==> src/rtl/ahb2apb_req_arbiter.sv <==
// ahb2apb_req_arbiter: shares the AHB-to-APB bridge between NREQ single-word requesters
// by running one non-pipelined NONSEQ transfer at a time. Build option ARB_FIXED_PRIO_EN
// selects fixed priority (lowest index wins); the default build is round-robin.
module ahb2apb_req_arbiter #(
    parameter int NREQ      = 4,
    parameter int ADDRWIDTH = 16,
    parameter int DATAWIDTH = 32
) (
    input  logic                      HCLK,
    input  logic                      HRESET,
    input  logic [NREQ-1:0]           req_valid,
    input  logic [NREQ-1:0]           req_write,
    input  logic [NREQ*ADDRWIDTH-1:0] req_addr,
    input  logic [NREQ*DATAWIDTH-1:0] req_wdata,
    output logic [NREQ-1:0]           req_ready,
    output logic [NREQ-1:0]           rsp_valid,
    output logic [DATAWIDTH-1:0]      rsp_rdata,
    output logic                      rsp_err,
    output logic                      HSEL,
    output logic [ADDRWIDTH-1:0]      HADDR,
    output logic [1:0]                HTRANS,
    output logic                      HWRITE,
    output logic [2:0]                HSIZE,
    output logic [3:0]                HPROT,
    output logic [DATAWIDTH-1:0]      HWDATA,
    input  logic                      HREADY,
    input  logic [DATAWIDTH-1:0]      HRDATA,
    input  logic                      HRESP,
    output logic                      arb_busy
);

    localparam int IW = (NREQ > 1) ? $clog2(NREQ) : 1;

    typedef enum logic [1:0] {
        IDLE = 2'd0,
        ADDR = 2'd1,
        DATA = 2'd2
    } state_t;

    state_t                state_q, state_d;
    logic [IW-1:0]         ptr_q, ptr_d;
    logic [IW-1:0]         gnt_q, gnt_d;
    logic [DATAWIDTH-1:0]  wdata_q, wdata_d;
    logic                  hsel_q, hsel_d;
    logic [1:0]            htrans_q, htrans_d;
    logic [ADDRWIDTH-1:0]  haddr_q, haddr_d;
    logic                  hwrite_q, hwrite_d;
    logic [DATAWIDTH-1:0]  hwdata_q, hwdata_d;
    logic [NREQ-1:0]       rsp_valid_q, rsp_valid_d;
    logic [DATAWIDTH-1:0]  rsp_rdata_q, rsp_rdata_d;
    logic                  rsp_err_q, rsp_err_d;

    logic                  sel_found;
    logic [IW-1:0]         sel_idx;
    logic [IW:0]           scan_idx;
    logic                  sel_write;
    logic [ADDRWIDTH-1:0]  sel_addr;
    logic [DATAWIDTH-1:0]  sel_wdata;

    // Scan from ptr upward with wrap; in the fixed-priority build ptr never leaves 0.
    always_comb begin
        sel_found = 1'b0;
        sel_idx   = '0;
        scan_idx  = '0;
        for (int k = 0; k < NREQ; k++) begin
            scan_idx = {1'b0, ptr_q} + (IW+1)'(k);
            if (scan_idx >= (IW+1)'(NREQ)) begin
                scan_idx = scan_idx - (IW+1)'(NREQ);
            end
            if (!sel_found && req_valid[scan_idx[IW-1:0]]) begin
                sel_found = 1'b1;
                sel_idx   = scan_idx[IW-1:0];
            end
        end
    end

    always_comb begin
        sel_write = 1'b0;
        sel_addr  = '0;
        sel_wdata = '0;
        for (int k = 0; k < NREQ; k++) begin
            if (sel_idx == IW'(k)) begin
                sel_write = req_write[k];
                sel_addr  = req_addr[k*ADDRWIDTH +: ADDRWIDTH];
                sel_wdata = req_wdata[k*DATAWIDTH +: DATAWIDTH];
            end
        end
    end

    // Gated by reset so no requester mistakes a reset cycle for an accept.
    assign req_ready = (state_q == IDLE && sel_found && !HRESET) ? (NREQ'(1) << sel_idx) : '0;

    always_comb begin
        state_d     = state_q;
        ptr_d       = ptr_q;
        gnt_d       = gnt_q;
        wdata_d     = wdata_q;
        hsel_d      = hsel_q;
        htrans_d    = htrans_q;
        haddr_d     = haddr_q;
        hwrite_d    = hwrite_q;
        hwdata_d    = hwdata_q;
        rsp_valid_d = '0;
        rsp_rdata_d = rsp_rdata_q;
        rsp_err_d   = rsp_err_q;
        case (state_q)
            IDLE: begin
                if (sel_found) begin
                    state_d  = ADDR;
                    gnt_d    = sel_idx;
                    wdata_d  = sel_wdata;
                    hsel_d   = 1'b1;
                    htrans_d = 2'b10;
                    haddr_d  = sel_addr;
                    hwrite_d = sel_write;
`ifndef ARB_FIXED_PRIO_EN
                    ptr_d    = (sel_idx == IW'(NREQ-1)) ? '0 : sel_idx + IW'(1);
`endif
                end
            end
            ADDR: begin
                if (HREADY) begin
                    state_d  = DATA;
                    hsel_d   = 1'b0;
                    htrans_d = 2'b00;
                    hwdata_d = wdata_q;
                end
            end
            DATA: begin
                if (HREADY) begin
                    state_d     = IDLE;
                    rsp_valid_d = NREQ'(1) << gnt_q;
                    rsp_err_d   = HRESP;
                    if (!hwrite_q) begin
                        rsp_rdata_d = HRDATA;
                    end
                end
            end
            default: state_d = IDLE;
        endcase
    end

    always_ff @(posedge HCLK or posedge HRESET) begin
        if (HRESET) begin
            state_q     <= IDLE;
            ptr_q       <= '0;
            gnt_q       <= '0;
            wdata_q     <= '0;
            hsel_q      <= 1'b0;
            htrans_q    <= 2'b00;
            haddr_q     <= '0;
            hwrite_q    <= 1'b0;
            hwdata_q    <= '0;
            rsp_valid_q <= '0;
            rsp_rdata_q <= '0;
            rsp_err_q   <= 1'b0;
        end else begin
            state_q     <= state_d;
            ptr_q       <= ptr_d;
            gnt_q       <= gnt_d;
            wdata_q     <= wdata_d;
            hsel_q      <= hsel_d;
            htrans_q    <= htrans_d;
            haddr_q     <= haddr_d;
            hwrite_q    <= hwrite_d;
            hwdata_q    <= hwdata_d;
            rsp_valid_q <= rsp_valid_d;
            rsp_rdata_q <= rsp_rdata_d;
            rsp_err_q   <= rsp_err_d;
        end
    end

    assign HSEL      = hsel_q;
    assign HTRANS    = htrans_q;
    assign HADDR     = haddr_q;
    assign HWRITE    = hwrite_q;
    assign HWDATA    = hwdata_q;
    assign HSIZE     = 3'b010;
    assign HPROT     = 4'b0011;
    assign rsp_valid = rsp_valid_q;
    assign rsp_rdata = rsp_rdata_q;
    assign rsp_err   = rsp_err_q;
    assign arb_busy  = (state_q != IDLE);

endmodule

==> config.mk <==
export PLATFORM = sky130hd
export DESIGN_NAME = ahb2apb_req_arbiter
export DESIGN_NICKNAME = d
export VERILOG_FILES = /design/src/rtl/ahb2apb_req_arbiter.sv
export SDC_FILE = /design/constraint.sdc
export NUM_CORES = 1
export LEC_CHECK = 0
export ABC_CLOCK_PERIOD_IN_PS = 9100
export CAP_MARGIN = 30
export CORE_AREA = 2 2 132 134
export CTS_BUF_LIST = sky130_fd_sc_hd__clkbuf_8
export DETAILED_ROUTE_END_ITERATION = 10
export DIE_AREA = 0 0 134 136
export GPL_ROUTABILITY_DRIVEN = 0
export PLACE_DENSITY = 0.83
export SYNTH_ARGS = -nofsm -noshare
export SYNTH_HDL_FRONTEND = slang
export SYNTH_SLANG_ARGS = --single-unit
==> constraint.sdc <==
create_clock -name HCLK -period 9.1 [get_ports HCLK]
set_input_delay 1.365 -clock HCLK [delete_from_list [all_inputs] [get_ports HCLK]]
set_output_delay 1.365 -clock HCLK [all_outputs]
set_load 0.01 [all_outputs]
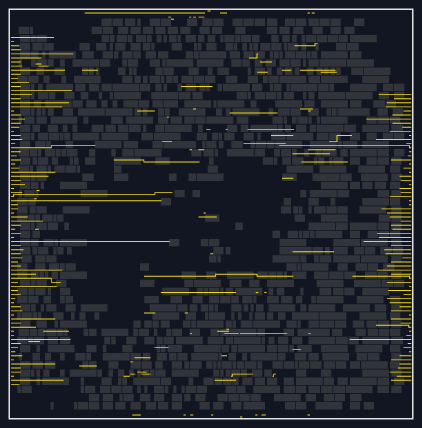
**Above:** run 1 (M3 wires).
(3 px per micron) Cells faint in the background.
longest straight run: 52.7 microns
nets with wire on the layer: 205
share of all routed wire: 7.2%
main direction: horizontal

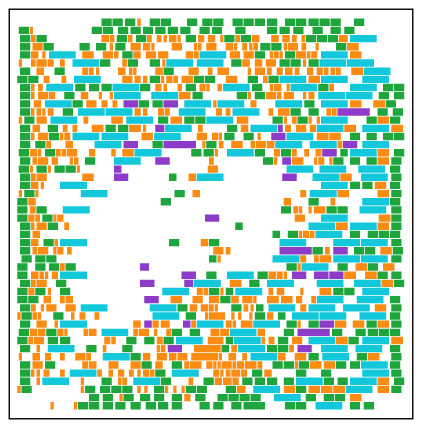
**Above:** run 1 (cell classes on the final placement).
(3 px per micron)
[green] other buffers and delay cells | cells: 339
[cyan] flops | cells: 125
[purple] clock drivers and dummy loads | cells: 32
[orange] combinational and other logic | cells: 466
placeable core area: 16900 sq um
finished layout cell area: 10400 sq um
share of cell area taken by flip-flops and latches: 30.0%
final core utilization: 61.7%

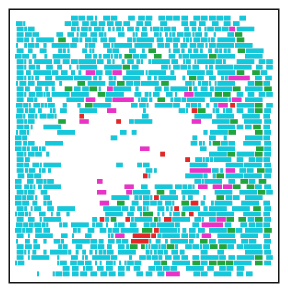
**Above:** run 1 (drive-strength map).
(2 px per micron)
[red] _3 and _4 cells | cells: 18 | share: 1.9%
[magenta] _6 and larger | cells: 29 | share: 3.0%
[cyan] _0 and _1 cells | cells: 842 | share: 88%
[green] _2 cells | cells: 73 | share: 7.6%

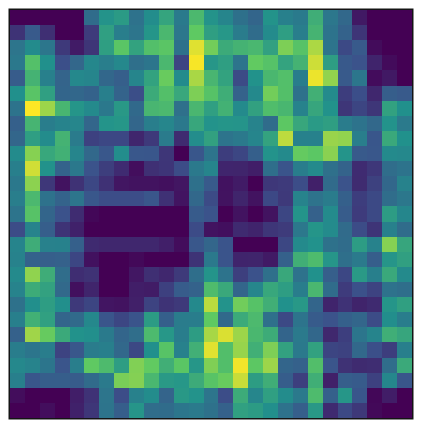
**Above:** run 1 (signal metal coverage by tile).
(3 px per micron) 27 x 27 tiles, from dark purple (low) to yellow (high), scaled to the fullest tile. Values are wire area over tile area, all layers added.
emptiest ninth of the die: center
mean over tiles: 0.19
tiles over half the peak: 29%
fullest tile: 0.51
nearly empty tiles: 7.8%

==> flow_summary.json, run 1 <==
{
  "status": "completed",
  "first_pass_iteration_count_of_the_detailed_router": 5,
  "final-seq-area_sq_um": 3130,
  "p_sw_share_pct": 36.3,
  "netlist_area_pre_place_sq_um": 6620,
  "final-hold-violation-count": 0,
  "timing.critical_path.cells": "clkdlybuf4s50_1, nand2_1, a311oi_1, or2_2, ha_2, buf_4, and3_1, clkdlybuf4s50_1",
  "floorplan.die.width_microns": 134,
  "synth-seq-area-share_pct": 47.3,
  "post_synth_fa_ha_maj_area_fraction_pct": 0.756,
  "crit_type": "input pin to primary output",
  "antenna_cells_inserted": 2,
  "wire_per_inst_microns": 17.7,
  "bufAreaShareNonClock_pct": 32.4,
  "finalMaxSlewViolations": 0,
  "synth.yosys.warnings": 0,
  "worst_ir_drop_vdd_v": 0.000171,
  "cell_family_with_most_cp_delay": "buffers and inverters",
  "clockBufferDepth": 2,
  "period_minus_slack_ns": 5.69,
  "layout.non_clock_buffers": 339,
  "synth_compound_gate_area_share_pct": 20.7,
  "post_cts.repair.setup_buffers": 0,
  "cts_root_buffer": "clkbuf_8",
  "finish.net_count": 1189,
  "multi_input_comb_cells": 413,
  "chipHeight_microns": 136,
  "critPathRequiredTime_ns": 7.74,
  "power.share.clock_pct": 17.4,
  "timing.slew.headroom_pct": 39.5,
  "finalSetupTns_ns": 0,
  "logic_family": "AND-OR/OR-AND gates",
  "layout-drive-gt1-share_pct": 12.5,
  "first_global_vias": 6174,
  "timing.hold.worst.class": "flop to flop",
  "detailroute.wirelength.met2_microns": 10500,
  "dp.final_hpwl_microns": 15000,
  "seq_cell_count": 125
}
run 1: stage by stage:
| step | util, % | std cells | worst slack, ns | hold slack [ns] |
|---|---|---|---|---|
| floorplan | - | 661 | 3.25 | 0.454 |
| global placement | 58.9 | 1154 | 3.57 | 0.470 |
| detailed placement | 59.0 | 1155 | 3.45 | 0.492 |
| CTS | 61.7 | 1187 | 3.45 | 0.501 |
| global route | 61.7 | 1188 | 3.25 | 0.515 |
| finish | 61.7 | 1189 | 3.41 | 0.505 |
run 1: worst paths after layout:
path / to / startpoint / cells past startpoint / slack (ns)
max: req_ready[1] / req_valid[0] / 8 / 3.41
min: HWDATA[0]$_DFFE_PP0P_ / HWDATA[0]$_DFFE_PP0P_ / 1 / 0.51
max reg2reg: wdata_q[9]$_DFFE_PP0N_ / ptr_q[1]$_DFFE_PP0N_ / 8 / 6.11
min reg2reg: HWDATA[0]$_DFFE_PP0P_ / HWDATA[0]$_DFFE_PP0P_ / 1 / 0.51
max in group asynchronous: wdata_q[24]$_DFFE_PP0N_ / HRESET / 3 / 6.89
min in group asynchronous: HWDATA[12]$_DFFE_PP0P_ / HRESET / 2 / 1.26
run 1: registers in the layout, summed over array words and instances, names as in the netlist:
register	flops
rsp_rdata	32
state_q	2
rsp_err	1
wdata_q	32
HTRANS	1
HADDR	16
gnt_q	2
ptr_q	2
HWRITE	1
rsp_valid	4
HWDATA	32
run 1: cell usage after synthesis:
cell type | number | area (sq um)
a21boi_0 | 1 | 7.51
o2bb2ai_1 | 2 | 17.5
o31ai_1 | 1 | 7.51
nor2_2 | 2 | 12.5
o21ai_0 | 2 | 10.0
mux2_1 | 2 | 22.5
ha_1 | 4 | 50.1
a21oi_2 | 1 | 8.76
mux2_2 | 64 | 721
nand2_1 | 53 | 199
o211ai_1 | 1 | 7.51
a21oi_1 | 98 | 490
a31oi_1 | 49 | 307
nor2_1 | 5 | 18.8
nand2b_1 | 2 | 12.5
nor2b_1 | 1 | 6.26
nor3b_1 | 2 | 15.0
mux2i_1 | 1 | 10.0
buf_6 | 5 | 56.3
o22a_1 | 1 | 8.76
nor3_1 | 1 | 5.00
nand3b_2 | 1 | 11.3
buf_1 | 2 | 7.51
conb_1 | 2 | 7.51
nor2_4 | 1 | 11.3
nand3b_1 | 50 | 375
a221o_1 | 49 | 490
buf_2 | 21 | 105
or2_2 | 2 | 12.5
and3_1 | 5 | 31.3
buf_4 | 15 | 113
nor4_1 | 1 | 6.26
or4_1 | 1 | 7.51
clkbuf_1 | 27 | 101
a211oi_1 | 1 | 7.51
inv_1 | 53 | 199
dfrtp_1 | 125 | 3130
a311oi_1 | 1 | 8.76
run 1: routing by layer:
layer / GRT usage, % / vias up
li1: - / 2958
met4: 11.5 / 0
met1: 26.6 / 3067
met2: 38.9 / 279
met5: 0 / -
met3: 6.19 / 53
run 1: power groups by stage:
stage / clock network, mW / registers [mW] / logic (mW)
after CTS: 0.568 / 0.991 / 1.66
after floorplan: 0 / 1.06 / 0.867
after global placement: 0 / 0.984 / 1.62
final: 0.557 / 0.990 / 1.65
after detailed placement: 0 / 0.998 / 1.66
after global routing: 0.599 / 1.03 / 1.79
==> inputs of run 2 (changes only) <==
ABC_CLOCK_PERIOD_IN_PS = 5900   (was 9100)
CORE_AREA = 2 2 129 131   (was 2 2 132 134)
DIE_AREA = 0 0 131 133   (was 0 0 134 136)
PLACE_DENSITY = 0.86   (was 0.83)
clock period = 5.9 ns   (was 9.1 ns; I/O delays follow)
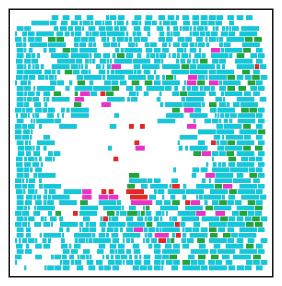
**Above:** run 2 (drive-strength map).
(2 px per micron)
[red] _3 and _4 cells | cells: 18 | share: 1.9%
[magenta] _6 and larger | cells: 24 | share: 2.5%
[cyan] _0 and _1 cells | cells: 845 | share: 88%
[green] _2 cells | cells: 73 | share: 7.6%
Non-CTS buffers: 339
Final Worst Setup Slack: 1.55 ns
finished layout cell area: 10300 sq um

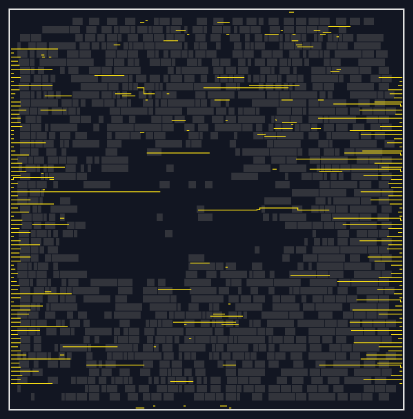
**Above:** run 2 (M3 wires).
(3 px per micron) Cells faint in the background.
nets with wire on the layer: 200
wire length on this layer: 1490 microns
longest straight run: 49.4 microns

==> run 2 against run 1 <==
Combinational power is 55% higher. Critical path type unchanged. Flip-flop count stayed put. Via count is 0.36% higher. Hold slack worse by 0.014 ns. Clock-buffer cell count is 2 higher. Cell count is 0.76% lower. Routed wire length is 1.8% higher. Largest cell class unchanged. Non-clock buffer count stayed put. Largest power group unchanged.
==> flow_summary.json, run 2 <==
{
  "status": "completed",
  "final-hold-violation-count": 0,
  "worst_clock_skew_ns": 0.0111,
  "fp_util_pct": 40.9,
  "placement.io_buffers": 328,
  "core-area_sq_um": 16200,
  "cts_max_level": 4,
  "period_minus_slack_ns": 4.35,
  "grt_antenna_before_repair": 0,
  "wire_per_inst_microns": 18.2,
  "finalSetupTns_ns": 0,
  "p_sw_share_pct": 37.0,
  "finalHoldWorstSlack_ns": 0.491,
  "post_cts.repair.setup_buffers": 0,
  "cp-start-kind": "input pin",
  "synth.top_cell.area_share_pct": 47.3,
  "power_density_nw_per_um2": 465,
  "worst-r2r-setup-slack_ns": 2.94,
  "placedCellCount": 1150,
  "crit_type": "input pin to primary output",
  "instances_no_fill": 1180,
  "critical_path.reg2reg.endpoint": "wdata_q[14]$_DFFE_PP0N_",
  "cts_repair_resize_count": 0,
  "p_int_mw": 3.02,
  "hold_path_depth": 1,
  "max_clock_freq_mhz": 230,
  "critPathCaptureType": "primary output",
  "yosys-top-cells-count": "dfrtp_1 (125), a21oi_1 (98), mux2_2 (64)",
  "detailedPlace.worstSlack_ns": 1.56,
  "dpl_cell_area_sq_um": 9950,
  "ys_async_sr_fraction_pct": 100,
  "critPathRequiredTime_ns": 5.02,
  "worst_pin_slew_ns": 1.02,
  "vias": 6380,
  "first_pass_iteration_count_of_the_detailed_router": 5,
  "chipHeight_microns": 133,
  "clock_transition_at_the_register_clock_pins_on_the_worst_setup_and_hold_paths_after_cts_ns": 0.07,
  "antenna_cells_inserted": 0,
  "synth_top_cell_by_area": "dfrtp_1",
  "clk_latency_late_pin_ns": 0.43,
  "area_of_the_die_sq_um": 17400,
  "ys_area_sq_um": 6620,
  "postSynth.topFlopCell": "dfrtp_1",
  "final_cell_mix": "clkdlybuf4s50_1 (328), dfrtp_1 (125), a21oi_1 (98)",
  "timing.hold.worst.class": "flop to flop",
  "synth_cells": 655,
  "finalMaxSlewViolations": 0,
  "p_sw_mw": 1.78,
  "worstHoldStart": "rsp_rdata[24]$_DFFE_PP0P_",
  "tritoncts.num_buffers": 17,
  "unrepaired_setup_endpoints_after_global_routing": "no",
  "hold_end": "rsp_rdata[24]$_DFFE_PP0P_",
  "worst_ir_drop_vdd_v": 0.000201,
  "row_count": 47,
  "seq_power_share_pct": 32.1,
  "cts_root_buffer": "clkbuf_8",
  "clock_sink_count": 125,
  "areaGrowthSynthToFinish_pct": 56.0,
  "logic_area_sq_um": 2970,
  "finish.utilization_pct": 63.8,
  "design.portCount": 337,
  "netlist_area_pre_place_sq_um": 6620,
  "floorplan.die.width_microns": 131,
  "finish.net_count": 1189,
  "synth.yosys.warnings": 0,
  "timing.slew.headroom_pct": 32.0,
  "regToRegStartpoint": "ptr_q[1]$_DFFE_PP0N_",
  "number_of_enable_flip_flop_cells": 0,
  "synthMostInstantiatedCell": "dfrtp_1",
  "power.share.clock_pct": 14.5,
  "drt_iter0_drc": 471,
  "reg2regPathDepth": 8,
  "dp.final_hpwl_microns": 15300,
  "cap_violations": 0,
  "layout-drive-gt1-share_pct": 12.0,
  "netlist_top_cells_area": "dfrtp_1 (47%), mux2_2 (11%), a21oi_1 (7.4%)",
  "final-seq-area_sq_um": 3130,
  "combPwrFrac_pct": 53.3,
  "final_layout_top_logic_cell": "clkdlybuf4s50_1",
  "clockBufferDepth": 2,
  "filler_cell_count": 1301,
  "synth-seq-area-share_pct": 47.3,
  "grt_pass1_wl_microns": 33000,
  "setup_viol": 0,
  "first_global_vias": 6329,
  "wl_final_microns": 21500,
  "postCtsHoldBufs": 0,
  "track_usage_pct": 24.6,
  "finalClockPeriodUsage_pct": 73.7
}
==> run 2: cell counts after synthesis <==
Identical to the previous run, type by type.
==> run 2: power by group through the flow <==
stage | sequential (mW) | combinational [mW] | clock (mW)
floorplan | 1.64 | 1.34 | 0
global placement | 1.53 | 2.52 | 0
detailed placement | 1.56 | 2.58 | 0
CTS | 1.54 | 2.58 | 0.717
global route | 1.59 | 2.78 | 0.753
finish | 1.54 | 2.56 | 0.699
==> run 2: worst max-delay path, stage by stage <==
cell	delay (ns)
clkdlybuf4s50_1	0.54
a21boi_0	0.25
o2bb2ai_1	0.15
nor2_1	0.27
ha_4	0.57
and3_1	0.25
clkdlybuf4s50_1	0.55
==> run 2: final cells by class <==
cell class                      instances  share of cell area, %
Timing Repair Buffer                  339                   32.7
Clock inverter                          8                  0.667
Tap cell                              220                   2.67
Sequential cell                       125                   30.3
Inverter                               53                   1.95
Multi-Input combinational cell        413                   28.7
Clock buffer                           22                   2.93
==> run 2: kinds of logic after synthesis <==
logic type	Yosys count	synth area share (%)
fa+ha+maj	4	0.756
other cells	2	0.114
buf+inv	123	8.79
mux	67	11.4
simple gates	127	10.9
compound gates	207	20.7
flops	125	47.3
==> run 2: worst max path at each step <==
| stage | startpoint | endpoint | slack [ns] |
|---|---|---|---|
| after floorplan | HRESET | req_ready[0] | 1.01 |
| after global placement | req_valid[1] | req_ready[3] | 1.62 |
| after detailed placement | req_valid[1] | req_ready[3] | 1.56 |
| after CTS | req_valid[1] | req_ready[3] | 1.55 |
| after global routing | req_valid[1] | req_ready[3] | 1.39 |
| final | req_valid[1] | req_ready[3] | 1.55 |
==> run 2: metal layers <==
layer  part of all wire, %  wire length [microns]  global-route usage, %  vias to the layer above
li1                      -                      -                      -                     2950
met5                     0                      0                      0                        -
met3                   6.9                   1490                   6.79                       51
met2                    50                  10800                   41.6                      281
met4                   3.6                    765                   11.2                        0
met1                    39                   8420                   28.9                     3098
Power and IR drop assume default switching activity.
